==> config.mk <==
export PLATFORM = sky130hd
export DESIGN_NAME = qns_sequencer
export DESIGN_NICKNAME = d
export VERILOG_FILES = /design/src/rtl/qns_pkg.sv /design/src/rtl/qns_ovl_detect.sv /design/src/rtl/qns_sequencer.sv
export SDC_FILE = /design/constraint.sdc
export NUM_CORES = 1
export LEC_CHECK = 0
export CAP_MARGIN = 20
export CORE_ASPECT_RATIO = 1.2
export CORE_MARGIN = 3
export CORE_UTILIZATION = 50
export CTS_BUF_LIST = sky130_fd_sc_hd__clkbuf_8
export DETAILED_ROUTE_END_ITERATION = 6
export GPL_TIMING_DRIVEN = 0
export PLACE_DENSITY = 0.87
export REMOVE_ABC_BUFFERS = 1
export SYNTH_ARGS = -nofsm -noshare
export SYNTH_HDL_FRONTEND = slang
export SYNTH_SLANG_ARGS = --single-unit
==> constraint.sdc <==
create_clock -name clock -period 3 [get_ports clock]
set_input_delay 0.6 -clock clock [delete_from_list [all_inputs] [get_ports clock]]
set_output_delay 0.6 -clock clock [all_outputs]
set_load 0.01 [all_outputs]
run_1/layer_met1.png
The bar under the picture is 20 um long.
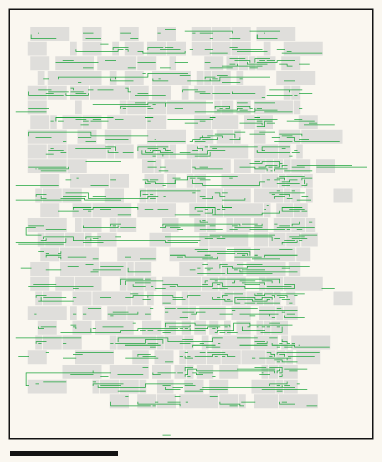
share of all routed wire: 42%
nets with wire on the layer: 312
main direction: horizontal
wire length on this layer: 2,040 um
longest straight run: 17.0 um
final WL: 4850 um
met1 Track Usage GR: 22.5%

run_1/layer_met2.png
The bar under the picture is 20 um long.
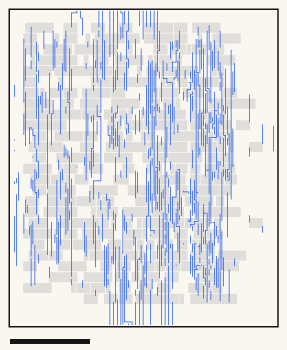
wire length on this layer: 2,520 um
main direction: vertical
nets with wire on the layer: 289
detailed-route via count: 1,904
met2 usage: 33.6%

run_1/layer_met3.png
The bar under the picture is 20 um long.
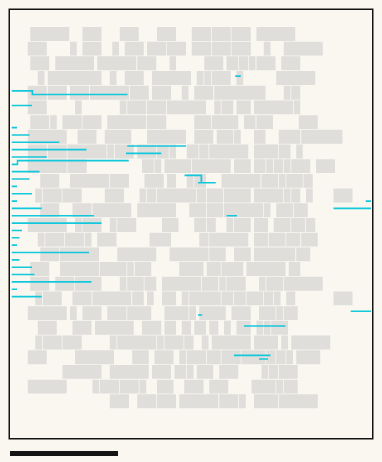
wire length on this layer: 227 um
share of all routed wire: 4.7%
longest straight run: 20.5 um
main direction: horizontal
GR met3 Demand/Resource: 5.09%

run_1/congestion.png
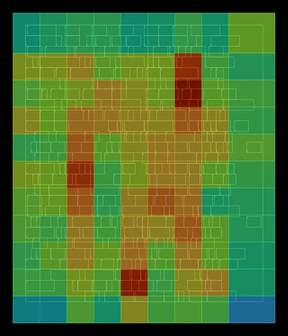
Most Used Layer, Global Route: met2
Total GRT Usage: 19.5%
wire per inst: 13.6 um
final core occ: 70.1%

==> results.toml, run 1 <==
# synthesis and place-and-route metrics
[run_status]
outcome = "finished clean"

[detailed_routing]
route.detailed.drc = 0
drt_pass1_iterations = 4
drtIter0Drc = 102
ant_nets = 0

[cts]
clk_latency_ns = 0.30
clockBufferDepth = 2
numClockSinks = 45
cts.htree.levels = 2
clk_pin_slew_ns = 0.08
cts-root-buf = "clkbuf_8"
cts_tree = "yes"
cts_buffers = 5

[setup_path]
rrSetupSlack_ns = 0.32
cp.required_ns = 2.40
cp_max_fo = 6
r2r_cells = 8
critical_path_arrival_ns = 2.34
endpoint_kind = "output pin"
critPathKind = "flop to output pin"
cp-start-kind = "flop"

[yosys]
synth_warnings = 0
synth_chip_area_um2 = 2230
edf_count = 0
ys_cells = 239
synth.distinct_cells = 47
async_flop_share_pct = 0
yosysSeqAreaShare_pct = 40.3
syn-mean-instance-area_um2 = 9.35
flop_cell = "dfxtp_1"
ys_seq_elements = 45

[pwr]
switching_share_pct = 30.4
power_frac_clock_pct = 25.2
p_switching_mw = 0.501
powerDensity_nw_per_um2 = 546
leakagePower_nw = 1.21
peakVddDrop_v = 0.000382
combPwrFrac_pct = 33.2
power.internal_mw = 1.14
seqPwrFrac_pct = 41.7

[placement]
placed_cell_area_um2 = 2880
portBuffers = 58
dpl.hpwl_um = 3660
place.gp.congestion = 0.824

[global_routing]
grt_max_degree = 25
antenna_found_initial = 0
first_global_vias = 1905
grt_remaining_overflow = 0
grt_pass1_wl_um = 8140

[floorplan]
initCoreUtil_pct = 52.0
die_area_um2 = 5310
die_w_um = 67.0
io_pins = 59
std_cell_rows = 26
die_h_um = 79.2
core_um2 = 4290

[timing]
fin_skew_ns = 0.0111
finalClockPeriodUsage_pct = 97.8
max_freq_ghz = 0.341
report.final.slew_viol_count = 0
setup_tns_ns = 0
slew_headroom_pct = 59.2
hold_ws_ns = 0.499
finalHoldViolCount = 0
setup_viol = 0
period_needed_ns = 2.94
worst_slew_pin_slew_ns = 0.610

[cells_and_area]
nets = 344
diodes = 0
drive_gt1_share_pct = 8.31
largest_reg_flops = 19
lay_top_cells = "57 x clkdlybuf4s50_1, 43 x nor2_1, 43 x dfxtp_1"
layout_top_cell = "clkdlybuf4s50_1"
final_cell_area_um2 = 3010
area.growth.synth_to_final_pct = 34.8

[job]
warnings = 29

[hold_path]
worstHoldPathCells = 2
hp-class = "flop to flop"
## run 1: cell usage after synthesis, types with 2 or more instances
library cell	n	area, um2
a211oi_1	3	22.5
a21bo_1	2	20.0
a21oi_1	6	30.0
a22o_1	4	35.0
a22oi_1	2	15.0
and2_1	3	18.8
and3_1	5	31.3
buf_6	3	33.8
clkbuf_1	5	18.8
dfxtp_1	45	901
ha_1	9	113
inv_1	11	41.3
mux2i_1	29	290
nand2_1	9	33.8
nand2b_1	3	18.8
nand3_1	4	20.0
nand4_1	3	18.8
nor2_1	44	165
nor3_1	4	20.0
o21ai_0	5	25.0
xnor2_1	8	70.1
xor2_1	7	61.3
## run 1: stage by stage
step	std cells	power, mW
after floorplan	230	1.00
after global placement	344	1.18
after detailed placement	346	1.21
after CTS	354	1.62
after global routing	357	1.72
final	357	1.64
## run 1: critical path, cell delays in order, from the launching register on
cell	delay, ns
dfxtp_1	0.38
or3_4	0.41
or3_1	0.40
nand4_1	0.15
o311ai_4	0.14
a41o_1	0.27
dlygate4sd2_1	0.28
## run 1: cells by family (layout without fill, tap and decap cells)
family / Yosys count / in the layout / synth area share (%)
mux: 30 / 30 / 13.5
buf+inv: 20 / 82 / 4.37
simple gates: 84 / 84 / 18.4
compound gates: 36 / 36 / 12.5
fa+ha+maj: 9 / 9 / 5.04
xor+xnor: 15 / 15 / 5.88
flops: 45 / 45 / 40.3
## run 1: layer usage
| layer | wire length [um] | vias to the layer above |
|---|---|---|
| met2 | 2520 | 43 |
| li1 | - | 957 |
| met3 | 227 | 6 |
| met5 | 0 | - |
| met4 | 61 | 0 |
| met1 | 2040 | 898 |
## run 1: power by group through the flow
stage	sequential (mW)	clock [mW]	combinational, mW
6_report	0.685	0.414	0.545
5_1_grt	0.692	0.438	0.593
4_1_cts	0.685	0.423	0.514
3_5_place_dp	0.698	0	0.511
3_3_place_gp	0.694	0	0.488
2_1_floorplan	0.702	0	0.301
## run 1: timing repair
item / in CTS / in global routing
cloned: 0 / 0
hold endpoints to repair: 0 / 0
resized: 3 / 3
pin swaps: 2 / 2
hold buffers: 0 / 0
setup endpoints to repair: 1 / 1
buffers inserted: 0 / 3
## run 1: cell type report
class                   instances  area, um2
repair buffers                 63        649
flip-flops and latches         45        903
fillers                       339       1280
well taps                      56       70.1
clock buffers                   7       96.3
multi-input cells             174       1250
clock inverters                 1       5.00
inverters                      11       41.3
==> inputs of run 2 (changes only) <==
Settings changed: CORE_MARGIN 3 to 2.
run_2/layer_met1.png
The bar under the picture is 20 um long.
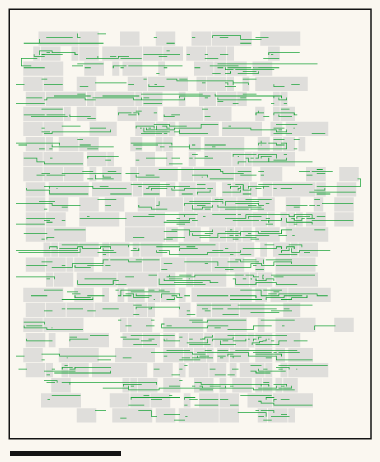
longest straight run: 27.6 um
main direction: horizontal
wire length on this layer: 2,030 um
share of all routed wire: 40%
detailed-route via count: 1,920
final WL: 5030 um
met1 Track Usage GR: 24.3%

==> run 2 against run 1 <==
Compared with the run above:
- area after synthesis did not move
- clock skew down 0.0082 ns
- via count up 0.84%
- combinational power is 3% higher
- setup slack better by 0.032 ns
- global-route usage is 2.4 points higher
- clock power up 14%
==> results.toml, run 2 <==
# synthesis and place-and-route metrics
[run_status]
outcome = "finished clean"

[cts]
numClockSinks = 45
clk_latency_ns = 0.30
cts.htree.levels = 2

[yosys]
ys_cells = 239
ys_seq_elements = 45
synth_chip_area_um2 = 2230
topCellsByArea = "dfxtp_1 40%, mux2i_1 13%, nor2_1 7.4%, ha_1 5.0%, xnor2_1 3.1%"
edf_count = 0
largest_area_cell = "dfxtp_1"
most_common_cell = "dfxtp_1"
top_cell_area_share_pct = 40.3
async_flop_share_pct = 0

[global_routing]
first_global_vias = 2000
grt_usage_pct = 21.9

[pwr]
power.internal_mw = 1.20
p_switching_mw = 0.517
power_frac_clock_pct = 27.4
combPwrFrac_pct = 32.6
leakagePower_nw = 1.21

[floorplan]
core_um2 = 4290
die_area_um2 = 5020
std_cell_rows = 26
die_h_um = 77.2
initCoreUtil_pct = 52.0

[cells_and_area]
diodes = 0
final_cell_area_um2 = 3030

[hold_path]
hp-class = "flop to flop"

[timing]
period_needed_ns = 2.90
slew_headroom_pct = 54.0
setup_viol = 0
finalHoldViolCount = 0
report.final.slew_viol_count = 0
max_freq_ghz = 0.344

[setup_path]
rrSetupSlack_ns = 0.15
critPathKind = "flop to output pin"

[placement]
dpl.hpwl_um = 3550

[detailed_routing]
route.detailed.drc = 0
ant_nets = 0

[job]
warnings = 29
run 2: area by class of cell:
| class | count | area, um2 | area share [%] |
|---|---|---|---|
| inverter | 11 | 41.3 | 1.36 |
| clock buffer | 6 | 82.6 | 2.72 |
| multi-input combinational | 174 | 1260 | 41.5 |
| tap | 56 | 70.1 | 2.31 |
| clock inverter | 2 | 33.8 | 1.11 |
| timing repair buffer | 62 | 642 | 21.2 |
| sequential | 45 | 906 | 29.9 |
run 2: power by group through the flow:
stage / sequential, mW / clock, mW / combinational, mW
2_1_floorplan: 0.702 / 0 / 0.301
4_1_cts: 0.685 / 0.479 / 0.548
3_3_place_gp: 0.695 / 0 / 0.488
6_report: 0.687 / 0.471 / 0.561
5_1_grt: 0.694 / 0.511 / 0.605
3_5_place_dp: 0.697 / 0 / 0.516
run 2: worst max-delay path, cell delays in order (launching register included):
cell and delay [ns]:
dfxtp_2 0.41, inv_1 0.06, ha_1 0.27, xnor2_1 0.15
a211oi_1 0.27, o211ai_1 0.21, nor2_2 0.18, a41o_1 0.18
dlygate4sd2_1 0.27
run 2: cell families after synthesis:
| group | Yosys count | synth area share (%) |
|---|---|---|
| fa+ha+maj | 9 | 5.04 |
| simple gates | 84 | 18.4 |
| mux | 30 | 13.5 |
| flops | 45 | 40.3 |
| xor+xnor | 15 | 5.88 |
| compound gates | 36 | 12.5 |
| buf+inv | 20 | 4.37 |
run 2: per-layer routing:
layer | global-route usage (%) | vias up | wire [um]
met5 | 0 | - | 0
met4 | 7.71 | 0 | 98
met3 | 6.45 | 11 | 320
met2 | 39.1 | 73 | 2590
met1 | 24.3 | 888 | 2030
li1 | - | 948 | -
run 2: stage by stage:
| step | setup slack (ns) | power (mW) | instances |
|---|---|---|---|
| final | 0.0970 | 1.72 | 356 |
| after global routing | 0.0139 | 1.81 | 356 |
| after CTS | 0.0981 | 1.71 | 356 |
| after detailed placement | -0.0831 | 1.21 | 346 |
| after global placement | -0.766 | 1.18 | 344 |
| after floorplan | -0.207 | 1.00 | 230 |
run 2: timing repair:
action / CTS / global route
endpoints found under the setup margin: 2 / 1
buffers inserted: 2 / 0
pin swaps: 2 / 0
gates resized: 5 / 3
Power is estimated from default activity; no workload was simulated.
